File: src/rtl/run_ctrl_pkg.sv
// Shared types and sizing helpers for the core run/reset sequencer.
package run_ctrl_pkg;

  typedef enum logic [1:0] {
    RESET   = 2'd0,
    ARMED   = 2'd1,
    RUNNING = 2'd2,
    HALTED  = 2'd3
  } core_state_t;

  function automatic int hold_cnt_width(input int hold_cycles);
    return $clog2(hold_cycles + 1);
  endfunction

endpackage

File: src/rtl/btn_debounce.sv
// Button conditioner: synchroniser chain, consecutive-cycle debounce and a
// registered rising-edge pulse on the debounced level.
module btn_debounce #(
  parameter int SYNC_STAGES     = 2,
  parameter int DEBOUNCE_CYCLES = 50000
) (
  input  logic clk,
  input  logic reset_n,
  input  logic btn_i,
  output logic level_o,
  output logic rise_o
);

  localparam int CW = (DEBOUNCE_CYCLES > 1) ? $clog2(DEBOUNCE_CYCLES) : 1;
  localparam logic [CW-1:0] CNT_LAST = CW'(DEBOUNCE_CYCLES - 1);

  logic [SYNC_STAGES-1:0] sync_q;
  logic                   sync_bit;
  logic [CW-1:0]          cnt_q;
  logic                   level_q;
  logic                   level_prev_q;

  assign sync_bit = sync_q[SYNC_STAGES-1];
  assign level_o  = level_q;

  always_ff @(posedge clk or negedge reset_n) begin
    if (!reset_n) begin
      sync_q <= '0;
    end else begin
      sync_q <= {sync_q[SYNC_STAGES-2:0], btn_i};
    end
  end

  // The counter only runs while the synchronised input disagrees with the
  // accepted level; any agreement restarts the qualification window.
  always_ff @(posedge clk or negedge reset_n) begin
    if (!reset_n) begin
      cnt_q   <= '0;
      level_q <= 1'b0;
    end else if (sync_bit == level_q) begin
      cnt_q <= '0;
    end else if (cnt_q == CNT_LAST) begin
      cnt_q   <= '0;
      level_q <= sync_bit;
    end else begin
      cnt_q <= cnt_q + 1'b1;
    end
  end

  always_ff @(posedge clk or negedge reset_n) begin
    if (!reset_n) begin
      level_prev_q <= 1'b0;
      rise_o       <= 1'b0;
    end else begin
      level_prev_q <= level_q;
      rise_o       <= level_q & ~level_prev_q;
    end
  end

endmodule

File: src/rtl/cpu_run_controller.sv
// Run/reset sequencer: debounced run/step buttons drive an independent
// reset/armed/running/halted FSM per core.
module cpu_run_controller
  import run_ctrl_pkg::*;
#(
  parameter int NUM_CORES       = 1,
  parameter int SYNC_STAGES     = 2,
  parameter int DEBOUNCE_CYCLES = 50000,
  parameter int HOLD_CYCLES     = 16
) (
  input  logic                   clk,
  input  logic                   reset_n,
  input  logic                   run_btn,
  input  logic                   step_btn,
  input  logic [NUM_CORES-1:0]   load_done,
  input  logic [NUM_CORES-1:0]   soft_reset,
  output logic [NUM_CORES-1:0]   cpu_reset,
  output logic [NUM_CORES-1:0]   cpu_en,
  output logic [2*NUM_CORES-1:0] core_state
);

  localparam int HW = hold_cnt_width(HOLD_CYCLES);
  localparam logic [HW-1:0] HOLD_LOAD = HW'(HOLD_CYCLES);

  logic run_pulse;
  logic step_pulse;
  logic run_level_unused;
  logic step_level_unused;

  btn_debounce #(
    .SYNC_STAGES    (SYNC_STAGES),
    .DEBOUNCE_CYCLES(DEBOUNCE_CYCLES)
  ) u_run_btn (
    .clk    (clk),
    .reset_n(reset_n),
    .btn_i  (run_btn),
    .level_o(run_level_unused),
    .rise_o (run_pulse)
  );

  btn_debounce #(
    .SYNC_STAGES    (SYNC_STAGES),
    .DEBOUNCE_CYCLES(DEBOUNCE_CYCLES)
  ) u_step_btn (
    .clk    (clk),
    .reset_n(reset_n),
    .btn_i  (step_btn),
    .level_o(step_level_unused),
    .rise_o (step_pulse)
  );

  for (genvar i = 0; i < NUM_CORES; i++) begin : g_core
    core_state_t   state_q;
    core_state_t   state_d;
    logic [HW-1:0] hold_q;
    logic [HW-1:0] hold_d;
    logic          step_d;
    logic          rst_q;
    logic          en_q;

    always_comb begin
      state_d = state_q;
      hold_d  = hold_q;
      step_d  = 1'b0;
      if (soft_reset[i]) begin
        state_d = RESET;
        hold_d  = HOLD_LOAD;
      end else if (state_q != RESET && !load_done[i]) begin
        state_d = RESET;
        hold_d  = HOLD_LOAD;
      end else begin
        case (state_q)
          RESET: begin
            if (hold_q != '0) begin
              hold_d = hold_q - 1'b1;
            end else if (load_done[i]) begin
              state_d = ARMED;
            end
          end
          ARMED: begin
            if (run_pulse) state_d = RUNNING;
          end
          RUNNING: begin
            if (run_pulse) state_d = HALTED;
          end
          HALTED: begin
            // A coincident run press takes precedence and swallows the step.
            if (run_pulse) begin
              state_d = RUNNING;
            end else if (step_pulse) begin
              step_d = 1'b1;
            end
          end
          default: state_d = RESET;
        endcase
      end
    end

    always_ff @(posedge clk or negedge reset_n) begin
      if (!reset_n) begin
        state_q <= RESET;
        hold_q  <= HOLD_LOAD;
        rst_q   <= 1'b1;
        en_q    <= 1'b0;
      end else begin
        state_q <= state_d;
        hold_q  <= hold_d;
        rst_q   <= (state_d == RESET) || (state_d == ARMED);
        en_q    <= (state_d == RUNNING) || step_d;
      end
    end

    assign cpu_reset[i]        = rst_q;
    assign cpu_en[i]           = en_q;
    assign core_state[2*i +: 2] = state_q;
  end

endmodule
File: config.mk
export PLATFORM = sky130hd
export DESIGN_NAME = cpu_run_controller
export DESIGN_NICKNAME = d
export VERILOG_FILES = /design/src/rtl/run_ctrl_pkg.sv /design/src/rtl/btn_debounce.sv /design/src/rtl/cpu_run_controller.sv
export SDC_FILE = /design/constraint.sdc
export NUM_CORES = 1
export LEC_CHECK = 0
export CAP_MARGIN = 20
export CORE_MARGIN = 5
export CORE_UTILIZATION = 59
export CTS_CLUSTER_DIAMETER = 40
export DETAILED_ROUTE_END_ITERATION = 16
export GPL_TIMING_DRIVEN = 0
export PLACE_DENSITY = 0.84
export SYNTH_ARGS = -nofsm -noshare
export SYNTH_HDL_FRONTEND = slang
export SYNTH_SLANG_ARGS = --single-unit
File: constraint.sdc
create_clock -name clk -period 2.1 [get_ports clk]
set_clock_uncertainty 0.05 [all_clocks]
set_input_delay 0.525 -clock clk [delete_from_list [all_inputs] [get_ports clk]]
set_output_delay 0.525 -clock clk [all_outputs]
set_load 0.03 [all_outputs]
==> flow_summary.toml, run 1 <==
# yosys + openroad results
[run]
maxCapViolCount = 0
warning_count = 26

[clocking]
clock_latency_ns = 0.29
clk_pin_slew_ns = 0.09
numCtsBuffers = 5
cts_tree = "built"
postCtsHoldBufs = 0
cts_setup_buffers = 0
clock_sinks = 51
cts.htree.levels = 2

[logic_synthesis]
ys_sh_mux = 0.00988
fp_nets = 220
syn_area_per_cell_um2 = 10.8
aoi_share = 0.0269
numSynthFlops = 51
ys_top_logic_family = "simple AND/OR/NAND/NOR gates"
fa_ha_area_frac = 0.0165
synth-edff-count = 0
yosys_area_mm2 = 0.00228
ff_type = "dfrtp_1"
synthCells = 211
synth_area_leader_cell = "dfrtp_1"
synth.most_common_cell = "dfrtp_1"
yosysWarnings = 0

[min_path]
hold_class = "input port to async pin"

[layout]
bufAreaShareNonClock = 0.0449
layout.cells.most_common = "dfrtp_1"
nNonClkBuffers = 12
drive_gt1_frac = 0.100
fillers = 274
top_regs = "u_run_btn.cnt_q: 16 flops, u_step_btn.cnt_q: 16 flops, g_core.hold_q: 5 flops"
num_antenna_cells = 0
register_area_mm2 = 0.00128
n_clock_buffer = 6
inverters = 9
clk_share = 0.0459
area_growth_pct = 12.4
lay_top_cells = "dfrtp_1, nor2_1, xnor2_1"

[detailed_routing]
route.met3.wl_um = 124
drc = 0
dr.pass1.iters = 4
wl_met1_um = 1790
final_antenna_net_count = 0
drt_iter0_drc = 110

[power]
power.total_w = 0.00203
p_leak_nw = 1.08
power_frac_clock = 0.341
p_comb_w = 0.000252
p_sw_w = 0.000487
switching_share = 0.240
p_comb_frac = 0.124
p_seq_frac = 0.535
power.density_mw_per_mm2 = 792
irDropWorstVdd_mv = 0.467

[timing]
holdWs_ns = 0.147
setup_ws_ns = 0.0528
slew_headroom = 0.657
post-route-min-period_ns = 2.05
fin_setup_tns_ns = 0
setup_viol_count_final = 0
rsz0062_at_grt = "no"
worstMarginPinSlew_ns = 0.515

[global_routing]
grt.overflow.total = 0
gr-usage-met3 = 0.0346
first_global_vias = 1642
grt_first_pass_wirelength_um = 7010
grt_max_degree = 30
met2_usage = 0.284
grtUsageMet1 = 0.214
grt-busiest-layer = "met2"

[setup_path]
cp.buffers_inverters = 1
worst-r2r-setup-slack_ns = 0.33
path_cells = "clkdlybuf4s50_1"
r2r_cells = 6
endpoint = "cpu_reset"
cp_slowest_stage_delay_ns = 0.66
crit_fanout = 1

[placement]
dpl-instance-area_mm2 = 0.00244
dp_cells = 269
place_hpwl_um = 2650
gp_congestion = 0.830
portBuffers = 9

[die]
fp.dieH_um = 72.2
tap-cell-count = 48
die_w_um = 72.2

[run_status]
status = "finished clean"
==> run_1/layers.png <==
Scale bar: 20 um. Only two layers are drawn.
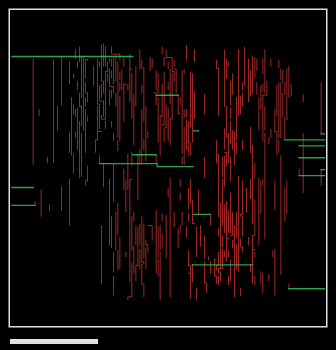
M3 -> green  # wire length 125 um
M2 -> red  # wire length 1870 um
overall routing resource usage: 0.168
via count: 1513
drt total wl: 3820 um
Avg WL per Cell: 13.8 um

==> run_1/util_map.png <==
The die is cut into 7 by 7 equal tiles; black is low, pale yellow is high, 0 to 100% covered.
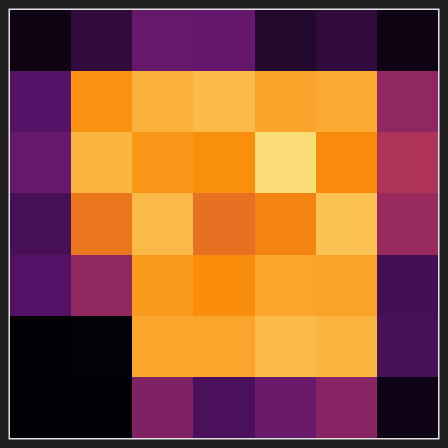
tiles over 75% full = 39%
emptiest ninth of the die = lower left
fullest tile = 93%
nearly empty tiles = 8.2%
mean over tiles = 48%
densest ninth of the die = center
Final Util: 0.690
Core Footprint: 0.00372 mm^2
FP Util: 0.613

==> run_1/class_map.png <==
Scale bar: 20 um. Fill, decap, tap and diode cells in gray.
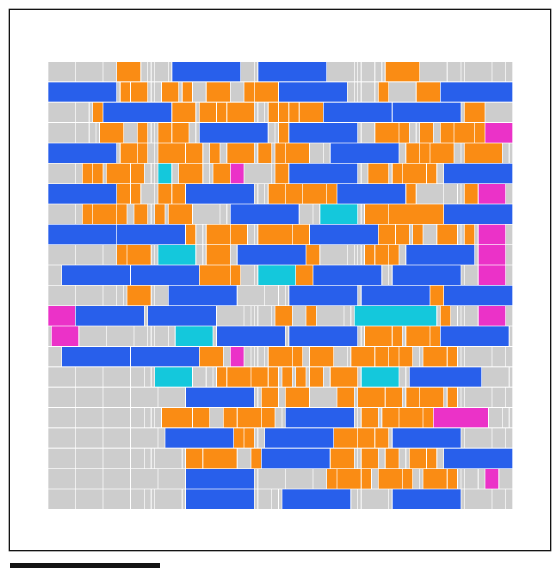
registers -> blue  # cells 51, share of their area 51%
remaining logic cells -> orange  # cells 158, share of their area 40%
clock drivers and dummy loads -> cyan  # cells 8, share of their area 4.7%
remaining buffers and delay cells -> magenta  # cells 12, share of their area 4.6%
Rows: 22
final instance area: 0.00256 mm^2
Seq/total area: 0.499

==> run_1/blocks.png <==
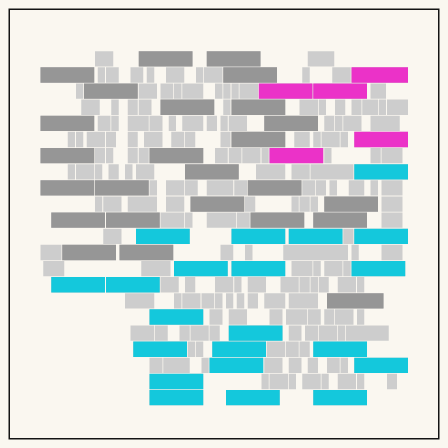
u_step_btn -> cyan  # flops 21
g_core[0] -> magenta  # flops 5, where upper right
Finished Layout Cells: 277
Die ar.: 0.00521 mm^2

## Run 2: what changed since run 1
--- a/config.mk
+++ b/config.mk
@@ -6,6 +6,7 @@
 export NUM_CORES = 1
 export LEC_CHECK = 0
 export CAP_MARGIN = 20
+export CORE_ASPECT_RATIO = 0.75
 export CORE_MARGIN = 5
 export CORE_UTILIZATION = 59
 export CTS_CLUSTER_DIAMETER = 40
==> run_2/class_map.png <==
Scale bar: 20 um. Fill, decap, tap and diode cells in gray.
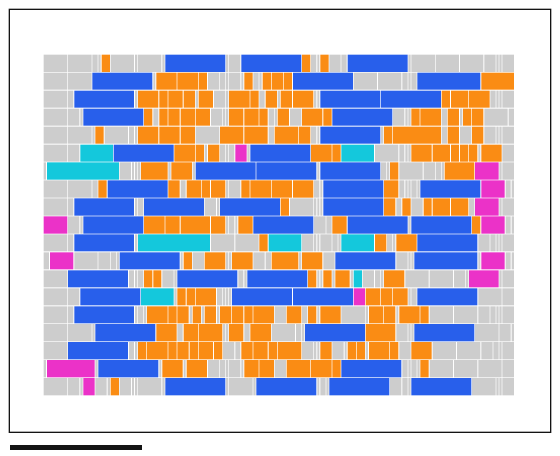
clock drivers and dummy loads -> cyan  # cells 8, share of their area 5.3%
remaining buffers and delay cells -> magenta  # cells 12, share of their area 4.7%
remaining logic cells -> orange  # cells 158, share of their area 39%
registers -> blue  # cells 51, share of their area 51%
Core Footprint: 0.00368 mm^2
Seq/total area: 0.495

==> run 2 against run 1 <==
Compared with the run above:
- clock power rose by 13%
- combinational power fell by 3%
- non-clock buffer count did not move
- critical path type unchanged
- largest cell class unchanged
==> flow_summary.toml, run 2 <==
# yosys + openroad results
[power]
switching_share = 0.229
p_sw_w = 0.000485
p_leak_nw = 1.09
power.density_mw_per_mm2 = 819
power.total_w = 0.00212
power_frac_clock = 0.370
p_comb_w = 0.000244
p_seq_frac = 0.515
irDropWorstVdd_mv = 1.14
p_comb_frac = 0.115

[logic_synthesis]
yosysWarnings = 0
synth.most_common_cell = "dfrtp_1"
fa_ha_area_frac = 0.0165
synth-edff-count = 0
synth_area_leader_cell = "dfrtp_1"
ff_type = "dfrtp_1"
fp_nets = 220
ys_sh_mux = 0.00988
syn_area_per_cell_um2 = 10.8
yosys_area_mm2 = 0.00228
synthCells = 211
ys_top_logic_family = "simple AND/OR/NAND/NOR gates"
synth_top_area_share = 0.538
async_flop_share = 1.00
aoi_share = 0.0269
numSynthFlops = 51

[clocking]
numCtsBuffers = 5
cts.htree.levels = 2
clock_sinks = 51
clk_pin_slew_ns = 0.09
postCtsHoldBufs = 0
clock_latency_ns = 0.30
cts_tree = "built"
cts_setup_buffers = 0

[layout]
final_cells = 281
final_area_mm2 = 0.00258
bufAreaShareNonClock = 0.0455
n_clock_buffer = 6
layout.cells.most_common = "dfrtp_1"
drive_gt1_frac = 0.0961
fillers = 267
lay_top_cells = "dfrtp_1, nor2_1, xnor2_1"
nNonClkBuffers = 12
fin_util = 0.702
design.seq.count = 51
area_growth_pct = 13.4
num_antenna_cells = 0
top_regs = "u_run_btn.cnt_q: 16 flops, u_step_btn.cnt_q: 16 flops, g_core.hold_q: 5 flops"
register_area_mm2 = 0.00128
clk_share = 0.0513
inverters = 9

[timing]
post-route-min-period_ns = 2.02
holdWs_ns = 0.0590
setup_ws_ns = 0.0786
slew_headroom = 0.709
worstMarginPinSlew_ns = 0.436
rsz0062_at_grt = "no"
setup_viol_count_final = 0
fin_setup_tns_ns = 0

[detailed_routing]
vias = 1513
wl_um = 3790
route.met3.wl_um = 191
wl_met1_um = 1980
top_layer = "met4"
wl_per_cell_um = 13.5
drt_iter0_drc = 94
dr.pass1.iters = 4
drc = 0
final_antenna_net_count = 0

[setup_path]
endpoint = "core_state[1]"
cp_top_family = "buffers and inverters"
worst-r2r-setup-slack_ns = 0.30
timing.rr.start = "u_step_btn.cnt_q[0]$_DFF_PN0_"
startpoint_type = "register"
crit_fanout = 4
cp.buffers_inverters = 1
r2r_cells = 6
critPathCaptureType = "primary output"
path_cells = "clkdlybuf4s50_1"
cp_slowest_stage_delay_ns = 0.70

[global_routing]
gr-usage-all-layers = 0.167
grt_first_pass_wirelength_um = 6630
grtUsageMet1 = 0.258
gr-usage-met3 = 0.0506
first_global_vias = 1416
grt-busiest-layer = "met1"
grt_max_degree = 39
grt.overflow.total = 0
met2_usage = 0.223

[run]
maxCapViolCount = 0
warning_count = 26

[die]
core.rowCount = 19
tap-cell-count = 52
die-area_mm2 = 0.00522
die_w_um = 81.8
fp_util = 0.619
fp.dieH_um = 63.8

[placement]
place_hpwl_um = 2690
dpl-instance-area_mm2 = 0.00245
gp_congestion = 0.818
portBuffers = 9
dp_cells = 273

[run_status]
status = "finished clean"

[min_path]
hold_class = "input port to async pin"
No activity file was given, so power comes from the tool's default toggle rates.
